`src/rtl/advtim_pkg.sv`:
```
// Shared types and helpers for the advanced-timer output stage: MOE state encoding,
// default widths, and the per-pin level selection used for every CHx/CHxN output.
package advtim_pkg;

  localparam int DTW_DEF  = 8;
  localparam int FLTW_DEF = 4;

  typedef enum logic [1:0] {
    MOE_IDLE  = 2'd0,
    MOE_RUN   = 2'd1,
    MOE_BREAK = 2'd2
  } moe_state_e;

  // With MOE off the pin shows the raw idle level; with MOE on a disabled
  // output parks at its polarity level, i.e. electrically inactive.
  function automatic logic pin_level(
    input logic moe,
    input logic en,
    input logic act,
    input logic pol,
    input logic idle
  );
    logic lvl;
    if (!moe) begin
      lvl = idle;
    end else if (en) begin
      lvl = act ^ pol;
    end else begin
      lvl = pol;
    end
    return lvl;
  endfunction

endpackage

```
`src/rtl/advtim_dt_chan.sv`:
```
// One complementary channel with dead-time insertion. Produces next-cycle active levels
// for OCx and OCxN; the top registers them into the pins.
module advtim_dt_chan #(
  parameter int DTW = 8
) (
  input  logic           i_clk,
  input  logic           i_rst,
  input  logic           i_refc,
  input  logic [DTW-1:0] i_dtg,
  input  logic           i_ccxe,
  input  logic           i_ccxne,
  output logic           o_ocx,
  output logic           o_ocxn
);

  logic           r_ref_p1;
  logic [DTW-1:0] r_cnt_p1;
  logic           w_edge;
  logic [DTW-1:0] w_cnt_nxt;
  logic           w_dt_on;
  logic           w_dt_done;

  // Any refc edge (re)loads the dead time, so a pulse shorter than the dead
  // time never lets the delayed side assert.
  assign w_edge    = i_refc ^ r_ref_p1;
  assign w_cnt_nxt = w_edge ? i_dtg :
                     ((r_cnt_p1 != '0) ? (r_cnt_p1 - DTW'(1)) : '0);
  assign w_dt_on   = i_ccxe & i_ccxne;
  assign w_dt_done = (w_cnt_nxt == '0) | ~w_dt_on;

  assign o_ocx  = i_refc & w_dt_done;
  assign o_ocxn = ~i_refc & w_dt_done;

  always_ff @(posedge i_clk) begin
    if (i_rst) begin
      r_ref_p1 <= 1'b0;
      r_cnt_p1 <= '0;
    end else begin
      r_ref_p1 <= i_refc;
      r_cnt_p1 <= w_cnt_nxt;
    end
  end

endmodule

```
`src/rtl/advtim_dtg_brk.sv`:
```
// Timer output stage: dead-time generation on CH1..CH3, polarity/enable on all pins,
// break input synchronisation and filtering, and the main-output-enable state machine.
module advtim_dtg_brk
  import advtim_pkg::*;
#(
  parameter int DTW  = DTW_DEF,
  parameter int FLTW = FLTW_DEF
) (
  input  logic            pe_gen_clk,
  input  logic            pe_gen_rst,
  input  logic            oc1refc,
  input  logic            oc2refc,
  input  logic            oc3refc,
  input  logic            oc4refc,
  input  logic            pe_gen_hw_update,
  input  logic [DTW-1:0]  r_dtg,
  input  logic [3:0]      r_ccxe,
  input  logic [2:0]      r_ccxne,
  input  logic [3:0]      r_ccxp,
  input  logic [2:0]      r_ccxnp,
  input  logic [3:0]      r_ois,
  input  logic [2:0]      r_oisn,
  input  logic            r_moe,
  input  logic            r_aoe,
  input  logic            r_bke,
  input  logic            r_bkp,
  input  logic [FLTW-1:0] r_bkf,
  input  logic            brk_in,
  output logic [3:0]      ch_o,
  output logic [2:0]      ch_on,
  output logic            moe_active,
  output logic            fault_detected,
  output logic            int_status_break
);

  logic [2:0]      w_refc;
  logic [2:0]      w_ocx;
  logic [2:0]      w_ocxn;
  logic [3:0]      w_oc_all;

  logic            r_brk_s1_p0;
  logic            r_brk_s2_p1;
  logic [FLTW-1:0] r_flt_p2;
  logic            r_moe_p0;
  logic            w_brk_act;
  logic            w_brk_flt;
  logic            w_moe_rise;
  logic            w_aoe_set;

  moe_state_e      r_state;
  moe_state_e      w_state_nxt;
  logic            w_moe_nxt;
  logic [3:0]      w_ch_nxt;
  logic [2:0]      w_chn_nxt;

  logic [3:0]      r_ch_o;
  logic [2:0]      r_ch_on;
  logic            r_moe_act;
  logic            r_fault;

  assign w_refc = {oc3refc, oc2refc, oc1refc};

  for (genvar g = 0; g < 3; g++) begin : g_dt
    advtim_dt_chan #(
      .DTW (DTW)
    ) u_dt (
      .i_clk   (pe_gen_clk),
      .i_rst   (pe_gen_rst),
      .i_refc  (w_refc[g]),
      .i_dtg   (r_dtg),
      .i_ccxe  (r_ccxe[g]),
      .i_ccxne (r_ccxne[g]),
      .o_ocx   (w_ocx[g]),
      .o_ocxn  (w_ocxn[g])
    );
  end

  // CH4 has no complement, so its reference goes straight to the pin logic.
  assign w_oc_all = {oc4refc, w_ocx};

  // Break path: p0/p1 synchroniser, p2 consecutive-sample filter
  assign w_brk_act  = r_brk_s2_p1 ^ ~r_bkp;
  assign w_brk_flt  = r_bke & w_brk_act & (r_flt_p2 >= r_bkf);
  assign w_moe_rise = r_moe & ~r_moe_p0;
  assign w_aoe_set  = r_aoe & pe_gen_hw_update;

  always_ff @(posedge pe_gen_clk) begin
    if (pe_gen_rst) begin
      r_brk_s1_p0 <= 1'b0;
      r_brk_s2_p1 <= 1'b0;
      r_flt_p2    <= '0;
      r_moe_p0    <= 1'b0;
    end else begin
      r_brk_s1_p0 <= brk_in;
      r_brk_s2_p1 <= r_brk_s1_p0;
      r_moe_p0    <= r_moe;
      if (!r_bke || !w_brk_act) begin
        r_flt_p2 <= '0;
      end else if (r_flt_p2 < r_bkf) begin
        r_flt_p2 <= r_flt_p2 + FLTW'(1);
      end
    end
  end

  // A qualified break blocks every way into RUN and forces RUN out to BREAK.
  always_comb begin
    w_state_nxt = r_state;
    case (r_state)
      MOE_IDLE: begin
        if (!w_brk_flt && (w_moe_rise || w_aoe_set)) begin
          w_state_nxt = MOE_RUN;
        end
      end
      MOE_RUN: begin
        if (w_brk_flt) begin
          w_state_nxt = MOE_BREAK;
        end
      end
      MOE_BREAK: begin
        if (!w_brk_flt) begin
          w_state_nxt = MOE_IDLE;
        end
      end
      default: w_state_nxt = MOE_IDLE;
    endcase
  end

  assign w_moe_nxt = (w_state_nxt == MOE_RUN);

  always_comb begin
    w_ch_nxt  = '0;
    w_chn_nxt = '0;
    for (int i = 0; i < 4; i++) begin
      w_ch_nxt[i] = pin_level(w_moe_nxt, r_ccxe[i], w_oc_all[i], r_ccxp[i], r_ois[i]);
    end
    for (int i = 0; i < 3; i++) begin
      w_chn_nxt[i] = pin_level(w_moe_nxt, r_ccxne[i], w_ocxn[i], r_ccxnp[i], r_oisn[i]);
    end
  end

  // Output stage: state, pins and status pulses registered together
  always_ff @(posedge pe_gen_clk) begin
    if (pe_gen_rst) begin
      r_state   <= MOE_IDLE;
      r_ch_o    <= '0;
      r_ch_on   <= '0;
      r_moe_act <= 1'b0;
      r_fault   <= 1'b0;
    end else begin
      r_state   <= w_state_nxt;
      r_ch_o    <= w_ch_nxt;
      r_ch_on   <= w_chn_nxt;
      r_moe_act <= w_moe_nxt;
      r_fault   <= (r_state == MOE_RUN) && (w_state_nxt == MOE_BREAK);
    end
  end

  assign ch_o             = r_ch_o;
  assign ch_on            = r_ch_on;
  assign moe_active       = r_moe_act;
  assign fault_detected   = r_fault;
  assign int_status_break = r_fault;

endmodule

```
`config.mk`:
```
export PLATFORM = sky130hd
export DESIGN_NAME = advtim_dtg_brk
export DESIGN_NICKNAME = d
export VERILOG_FILES = /design/src/rtl/advtim_pkg.sv /design/src/rtl/advtim_dt_chan.sv /design/src/rtl/advtim_dtg_brk.sv
export SDC_FILE = /design/constraint.sdc
export NUM_CORES = 1
export LEC_CHECK = 0
export ABC_AREA = 1
export CAP_MARGIN = 20
export CELL_PAD_IN_SITES_DETAIL_PLACEMENT = 1
export CELL_PAD_IN_SITES_GLOBAL_PLACEMENT = 2
export CORE_MARGIN = 4
export CORE_UTILIZATION = 29
export DETAILED_ROUTE_END_ITERATION = 8
export PLACE_DENSITY = 0.89
export SYNTH_ARGS = -nofsm -noshare
export SYNTH_HDL_FRONTEND = slang
export SYNTH_SLANG_ARGS = --single-unit
```
`constraint.sdc`:
```
create_clock -name pe_gen_clk -period 5.23 [get_ports pe_gen_clk]
set_input_delay 0.523 -clock pe_gen_clk [delete_from_list [all_inputs] [get_ports pe_gen_clk]]
set_output_delay 0.523 -clock pe_gen_clk [all_outputs]
set_load 0.005 [all_outputs]
```
**Run 1: met1 routing**

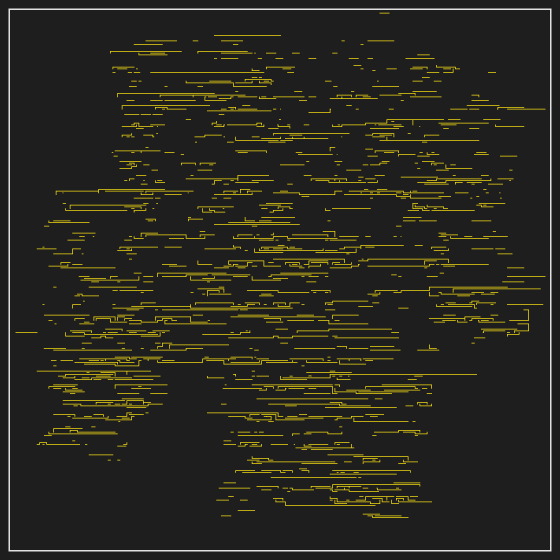
- wire length on this layer: 3410 um
- share of all routed wire: 44%

**Run 1: met3 routing**

Bar = 20 um.
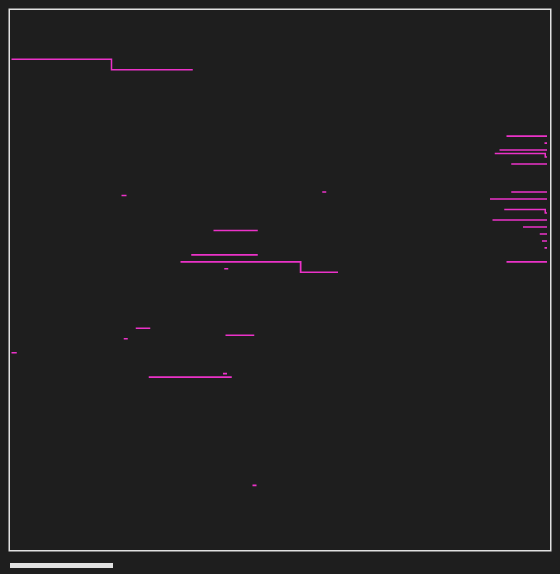
- share of all routed wire: 2.6%
- main direction: horizontal
- nets with wire on the layer: 22
- wire length on this layer: 201 um
- longest straight run: 23.2 um

**Run 1: placement by cell class**

Fill, decap, tap and diode cells in gray.
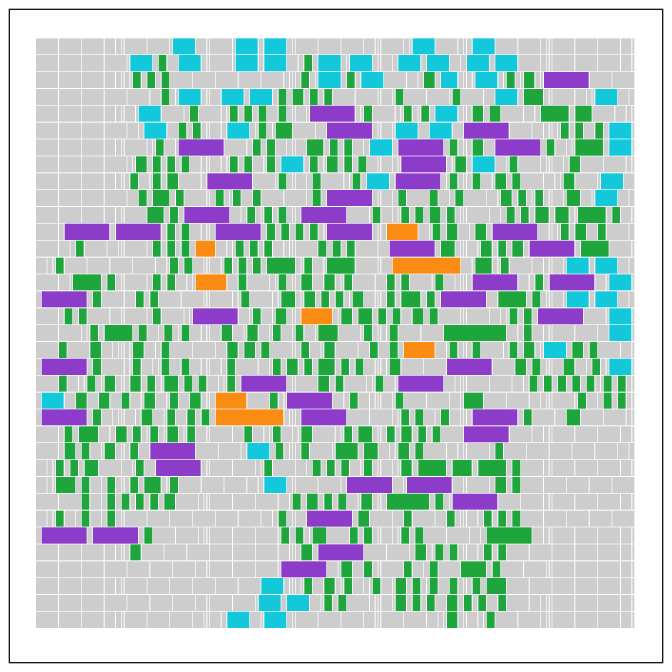
- remaining logic cells: green (cells 384; share of their area 53%)
- clock drivers and dummy loads: orange (cells 8; share of their area 4.1%)
- remaining buffers and delay cells: cyan (cells 55; share of their area 16%)
- registers: purple (cells 45; share of their area 27%)

==> results.txt, run 1 <==
Status on the layout run. In this run switching power makes up approximately 33% of total power. Power attributed to combinational cells is 331 uW. The fraction of final cell area spent on clock buffers and inverters in this run is approximately 3.9%. Tally of clock buffers in the finished layout landed at 5.

Count of multi-input combinational gates landed at about 310. Synthesized netlist net count landed at 491. For the clock group, total power comes out at 320 uW.

Non-clock buffering overhead in the final layout landed at ~16%. Leaving out fill and tap cells, the most frequent cells in the layout are sky130_fd_sc_hd__nand2_1 (122), sky130_fd_sc_hd__nor2_1 (77), sky130_fd_sc_hd__inv_1 (58). In this run the cell area of the synthesized design comes to 2736 sq um. CTS added clock buffers totalling 5.

The slowest stage of the critical path is the sky130_fd_sc_hd__clkdlybuf4s50_1 cell. Vertical extent of the die landed at 105.1 um. Wire length on met1 landed at 3412 um. Sorting the synthesized cells by how often they occur yields sky130_fd_sc_hd__nand2_1 (122), sky130_fd_sc_hd__nor2_1 (77), sky130_fd_sc_hd__inv_1 (58), sky130_fd_sc_hd__dfxtp_1 (45), sky130_fd_sc_hd__nand3_1 (35). Flip-flop and latch count after synthesis landed at ~45. Via count of the first global-routing pass landed at approximately 2800.

Floorplan die area landed at about 11000 sq um. Insertion delay at the late pin of the worst-skew pair landed at around 0.30 ns. Wire length of the first global-routing pass landed at approximately 13000 um.

Yosys reports that the leading cell type by area covers between 30 and 40% of the netlist area. Met3 track demand over resource landed at around 2.6%. Met1 track demand over resource in global routing landed at 16.82%. STA lists the startpoint of the worst register-to-register path as r_flt_p2[1]. OpenROAD emitted warnings numbering 29. Relative contribution of combinational cells to total power landed at 31.6%. The number of cells on the worst hold path is listed as 2. Among all cell types in the netlist, the one instantiated most often is sky130_fd_sc_hd__nand2_1.

The worst setup path is launched from an input port. Post-cts resize count landed at 0. Per the cell usage report, the commonest logic cell in the layout is sky130_fd_sc_hd__nand2_1. Summing all multiplexer cells gives an area fraction of 0%.

The worst setup path is of the input port to register kind. Area share of and/or/nand/nor cells after synthesis landed at ~40%. Number of antenna diodes landed at 0.

Global routing finished with a remaining overflow of 0. Counting plain and timing-repair buffers in the layout gives ~55. Layout cell share with drive strength beyond 1 landed at under 10%. Of the total power, the clock network draws between 30 and 40%. Effective utilization at floorplan landed at a little under 30%. In this run the deepest clock path goes through 2 buffers. The worst setup path is captured at a register. According to the report, the first pass of detailed routing completed in 4 iterations.

met2 is the most crowded layer. Number of buffers inserted by port buffering landed at around 54. The flow ran to the end, and the final reports show no timing, DRC or antenna violations. Setup repair after global routing left no endpoint under its margin. Pin slew with the least headroom to its limit landed at ~0.44 ns.

The cell count after synthesis came out at around 440. Per the OpenROAD floorplan log, the width of the die is approximately 110 um. Number of DRC markers after the initial detailed-route iteration landed at around 70.

After synthesis, the cell types taking the most area are sky130_fd_sc_hd__dfxtp_1 (33%), sky130_fd_sc_hd__nand2_1 (17%), sky130_fd_sc_hd__nor2_1 (11%), sky130_fd_sc_hd__inv_1 (8.0%), sky130_fd_sc_hd__nand3_1 (6.4%). Parity-gate share of the synthesized area counting xor and xnor cells landed at between 3 and 4%. The synthesized design contains 0 enable-type register cells.

Count of inverters other than clock inverters in the layout landed at around 70. Setup slack on the worst flop-to-flop path landed at 3.21 ns. The detailed router reports a met3 wire length of between 200 and 250 um.

Looking at the group totals, the largest power group turns out to be registers.
[run 1: critical path: cells and delay by family]
| kind | cells | cell delay, ns |
|---|---|---|
| buffers and inverters | 5 | 0.85 |
| and+or+nand+nor | 7 | 0.67 |
| adders and majority gates | 1 | 0.29 |
| AOI/OAI and AO/OA | 2 | 0.28 |
[run 1: through the flow]
| stage | instance area, sq um | std cells | hold WS, ns | utilization [%] | setup WS [ns] |
|---|---|---|---|---|---|
| finish | 3520 | 603 | 0.4258 | 38.27 | 2.872 |
| global route | 3520 | 603 | 0.4699 | 38.27 | 2.658 |
| CTS | 3520 | 603 | 0.4339 | 38.27 | 2.817 |
| detailed placement | 3382 | 595 | 0.4199 | 36.78 | 2.509 |
| global placement | 3382 | 595 | 0.3913 | 36.78 | 2.563 |
| floorplan | 2736 | 435 | 0.3883 | - | 3.299 |
[run 1: worst max-delay path by stage]
stage,slack [ns],to,startpoint
detailed placement,2.51,ch_on[2],r_bkf[1]
floorplan,3.30,ch_o[0],r_bkf[1]
global route,2.66,ch_on[2],r_bkf[1]
global placement,2.56,ch_o[1],r_bkf[1]
CTS,2.82,ch_on[2],r_bkf[1]
finish,2.87,ch_on[2],r_bkf[1]
[run 1: flip-flops by register name (all words and copies together), names as in the netlist]
| signal | flops |
|---|---|
| fault_detected | 1 |
| ch_o | 4 |
| r_brk_s2_p1 | 1 |
| moe_active | 1 |
| g_dt.u_dt.r_ref_p1 | 3 |
| r_brk_s1_p0 | 1 |
| r_flt_p2 | 4 |
| r_moe_p0 | 1 |
| r_state | 2 |
| g_dt.u_dt.r_cnt_p1 | 24 |
| ch_on | 3 |
**Run 1: wiring heat map**

Bar = 20 um. The die is cut into 21 by 21 equal tiles; dark blue is low, red is high, scaled to the fullest tile. Values are wire area over tile area, all layers added.
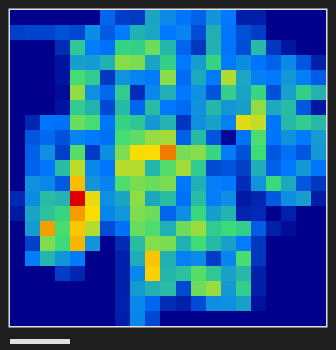

==> run 1 -> run 2 <==
Settings changed: CORE_UTILIZATION 29 to 24, PLACE_DENSITY 0.89 to 0.8.
Clock period 5.23 ns to 1.9 ns, I/O delays scaled along.
**Run 2: wiring heat map**

Bar = 20 um. The die is cut into 23 by 23 equal tiles; dark blue is low, red is high, scaled to the fullest tile. Values are wire area over tile area, all layers added.
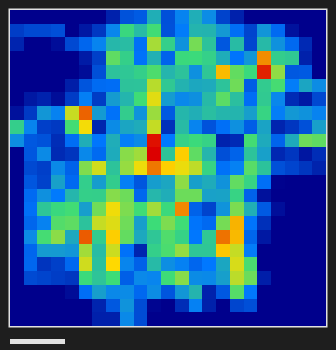
- emptiest ninth of the die: upper left
- nearly empty tiles: 23%
- fullest tile: 0.39
total wirelength of the detailed-routed design: 9270 um
global-route total usage across every layer: 13.61%
total via count in the routed design: 3017
Routed WL per cell: 13.47 um

==> run 2 against run 1 <==
Core utilization increased by 1.5 points. Critical path depth unchanged. Via count increased by 11%. Combinational power increased to 4.1 times the previous value. Largest cell class unchanged. Global-route usage decreased by 0.83 points.
==> results.txt, run 2 <==
Status on the layout run. Post-placement cell count landed at approximately 670. In this run, CTS created clock tree buffers numbering 5. Synthesized cell area landed at roughly 2700 sq um.

Headroom to the max-slew limit came out at ~77%. Maximum fanout encountered on the critical timing path landed at 5. The worst setup path is captured at a register. Cells fill around two fifths of the core in the end.

The main area contributors are sky130_fd_sc_hd__dfxtp_1 (33%), sky130_fd_sc_hd__nand2_1 (17%), sky130_fd_sc_hd__nor2_1 (11%), sky130_fd_sc_hd__inv_1 (8.0%), sky130_fd_sc_hd__nand3_1 (6.4%). Total cells reported by yosys after synthesis landed at 435. The run finished with clean final reports. Sorting the synthesized cells by how often they occur yields sky130_fd_sc_hd__nand2_1 (122), sky130_fd_sc_hd__nor2_1 (77), sky130_fd_sc_hd__inv_1 (58), sky130_fd_sc_hd__dfxtp_1 (45), sky130_fd_sc_hd__nand3_1 (35). The tightest min-delay check is of the input port to register type. The most frequently used library cell after synthesis is sky130_fd_sc_hd__nand2_1. Post-route period utilization is reported as between 90% and 100%. According to the timing report, the data required time at the worst endpoint equals 2.10 ns. Pin count of the biggest net entering global routing landed at 23. By instance count, the cell type seen most on the critical path is sky130_fd_sc_hd__nand2_2. Max-slew check failures listed in the final report amount to 0. Setup slack after layout landed at 0.05564 ns.

According to the report, the first pass of detailed routing completed in 4 iterations. The pre-CTS setup check shows a worst slack of -0.3790 ns. Looking at the setup timing report, the critical path kind is register to register. On the critical path the largest part of the delay comes from simple AND/OR/NAND/NOR gates. Hold timing on the final database bottoms out at a slack of between 0.3 and 0.4 ns. Looking at the clock tree report, the H-tree level count equals 2. In this run the most critical hold path is launched from oc2refc. For reference, the post-synthesis area per instance comes to between 6 and 7 sq um. The first global-routing pass estimated roughly 14000 um of wire. The number of antenna diodes in the final layout is 0. Number of standard cells in the final layout excluding fillers landed at a little under 700. Port buffering added 54 buffers. Number of flip-flops under the largest register name landed at 24. Count of flip-flops with a built-in enable after synthesis landed at 0. In the layout the commonest cells are sky130_fd_sc_hd__nand2_1 (101), sky130_fd_sc_hd__nor2_1 (54), sky130_fd_sc_hd__buf_4 (52).

After routing, the total negative slack on setup checks comes to 0 ns. Per the GRT congestion report, total overflow comes to 0. Post-detailed-route via-to-cell ratio landed at 4.385. In this run the critical register-to-register path is launched from g_dt[2].u_dt.r_cnt_p1[1]. Of all cell types, the one taking the most synthesized area is sky130_fd_sc_hd__dfxtp_1. Leakage power of the design landed at about 2.1 nW. Yosys printed 0 warnings. According to the timing report, the critical path is launched from g_dt[2].u_dt.r_cnt_p1[1]. The violation tally recorded at the end of detailed-routing iteration 0 is between 50 and 60. Vertical extent of the die landed at 114.8 um.

After routing the design area is ~4400 sq um. Setup repair after global routing could not meet its margin everywhere. 55 I/O pins were placed. Layout cell share with drive strength beyond 1 landed at roughly a third.

The via count of the first global-routing pass came to about 3100. Portion of synthesized cell area occupied by the leading cell type landed at approximately 33%. Effective utilization at floorplan landed at ~25%. Synthesized netlist net count landed at 491. Per the post-synthesis report, the number of cells in the design is ~440. The library cell used most frequently in the layout, excluding fill and tap cells, is sky130_fd_sc_hd__nand2_1. The tool warning count for the run is 31.

The report lists the cells along the critical path as inv_2 -> ha_4 -> nand3_2 -> nor2_4 -> nor2_4 -> a21boi_4 -> nand2_2 -> nor2_2 -> nand3_2 -> nand2_4 -> nand2_2 -> nand2_2 -> nand3_2 -> nand2_2 -> inv_2. Width of the chip landed at 114.8 um. The number of hold buffers added after CTS was 0. The worst setup path is launched from a register. Per the post-CTS timing run, clock transition at the registers of the reported paths is roughly 0.070 ns. Insertion delay at the late pin of the worst-skew pair landed at 0.29 ns.

Total of max-cap violations landed at 0. TritonCTS reports the number of clock sinks as about 45. The floorplan has 38 rows. At the worst endpoint, the arrival time is a little over 2 ns.

After floorplanning, the die was sized to cover around 13000 sq um. Along the critical path, the tally of buffer and inverter instances is 2. The register with the most flip-flops in the final layout is g_dt.u_dt.r_cnt_p1. Post-route total power landed at 3.327 mW. Placed wire-length estimate landed at around 7000 um.

The detail route stage leaves a number of antenna-violating nets equal to 0. For this design, the slowest cell found on the critical path is sky130_fd_sc_hd__dfxtp_2. The script computed a power per unit cell area of 762.6 nW/um^2. The clock passes through at most 2 buffers. Flip-flop and latch count after synthesis landed at ~45. Once placement finished, the instance area stood at around 3800 sq um. Pin slew with the least headroom to its limit landed at 0.3458 ns.
**Run 2: met1 routing**

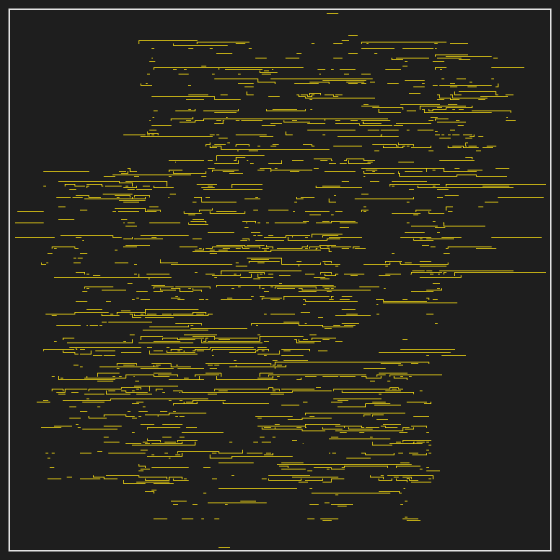
- main direction: horizontal
- longest straight run: 39.1 um
- share of all routed wire: 43%
- nets with wire on the layer: 574

[run 2: cell counts after synthesis]
Identical to the previous run, type by type.
[run 2: path summary, 6_finish.rpt]
path / endpoint / slack, ns / cells after the start
max: ch_on[2] / 0.06 / 15
min: g_dt[1].u_dt.r_ref_p1 / 0.32 / 4
max reg2reg: ch_on[2] / 0.06 / 15
min reg2reg: r_brk_s2_p1 / 0.42 / 2
[run 2: timing repair]
item / in CTS / in global routing
resized: 11 / 100
endpoints found under the setup margin: 7 / 7
buffers inserted: 1 / 13
pin swaps: 3 / 42
cloned: 0 / 1
[run 2: where the power goes]
group | leakage (nW) | switching [mW] | internal, mW
combinational | 1.65 | 0.703 | 0.643
sequential | 0.377 | 0.0718 | 1.04
clock | 0.0706 | 0.386 | 0.484
[run 2: layout make-up]
class,count,area (sq um)
timing repair inverter,1,6.256
clock inverter,2,10.01
inverter,71,279.0
multi-input combinational,313,1838
fill,1398,6620
tap,140,175.2
sequential,45,915.9
clock buffer,6,128.9
timing repair buffer,110,1010
[run 2: routing by layer]
metal	global-route usage (%)	vias to the layer above	share of wire, %
li1	-	1551	-
met1	16.07	1430	43
met2	24.80	27	54
met3	3.211	9	2.6
met4	3.365	0	1.1
met5	0	-	0
[run 2: logic make-up (layout without fill, tap and decap cells)]
logic type,count (synthesis),after routing,synth area share (%)
DFF,45,45,32.92
xor gates and xnor gates,9,9,3.567
AOI/OAI and AO/OA,38,38,7.727
adders and majority gates,11,11,5.030
and+or+nand+nor,255,255,39.51
buffers and inverters,77,190,11.25
No activity file was given, so power comes from the tool's default toggle rates.
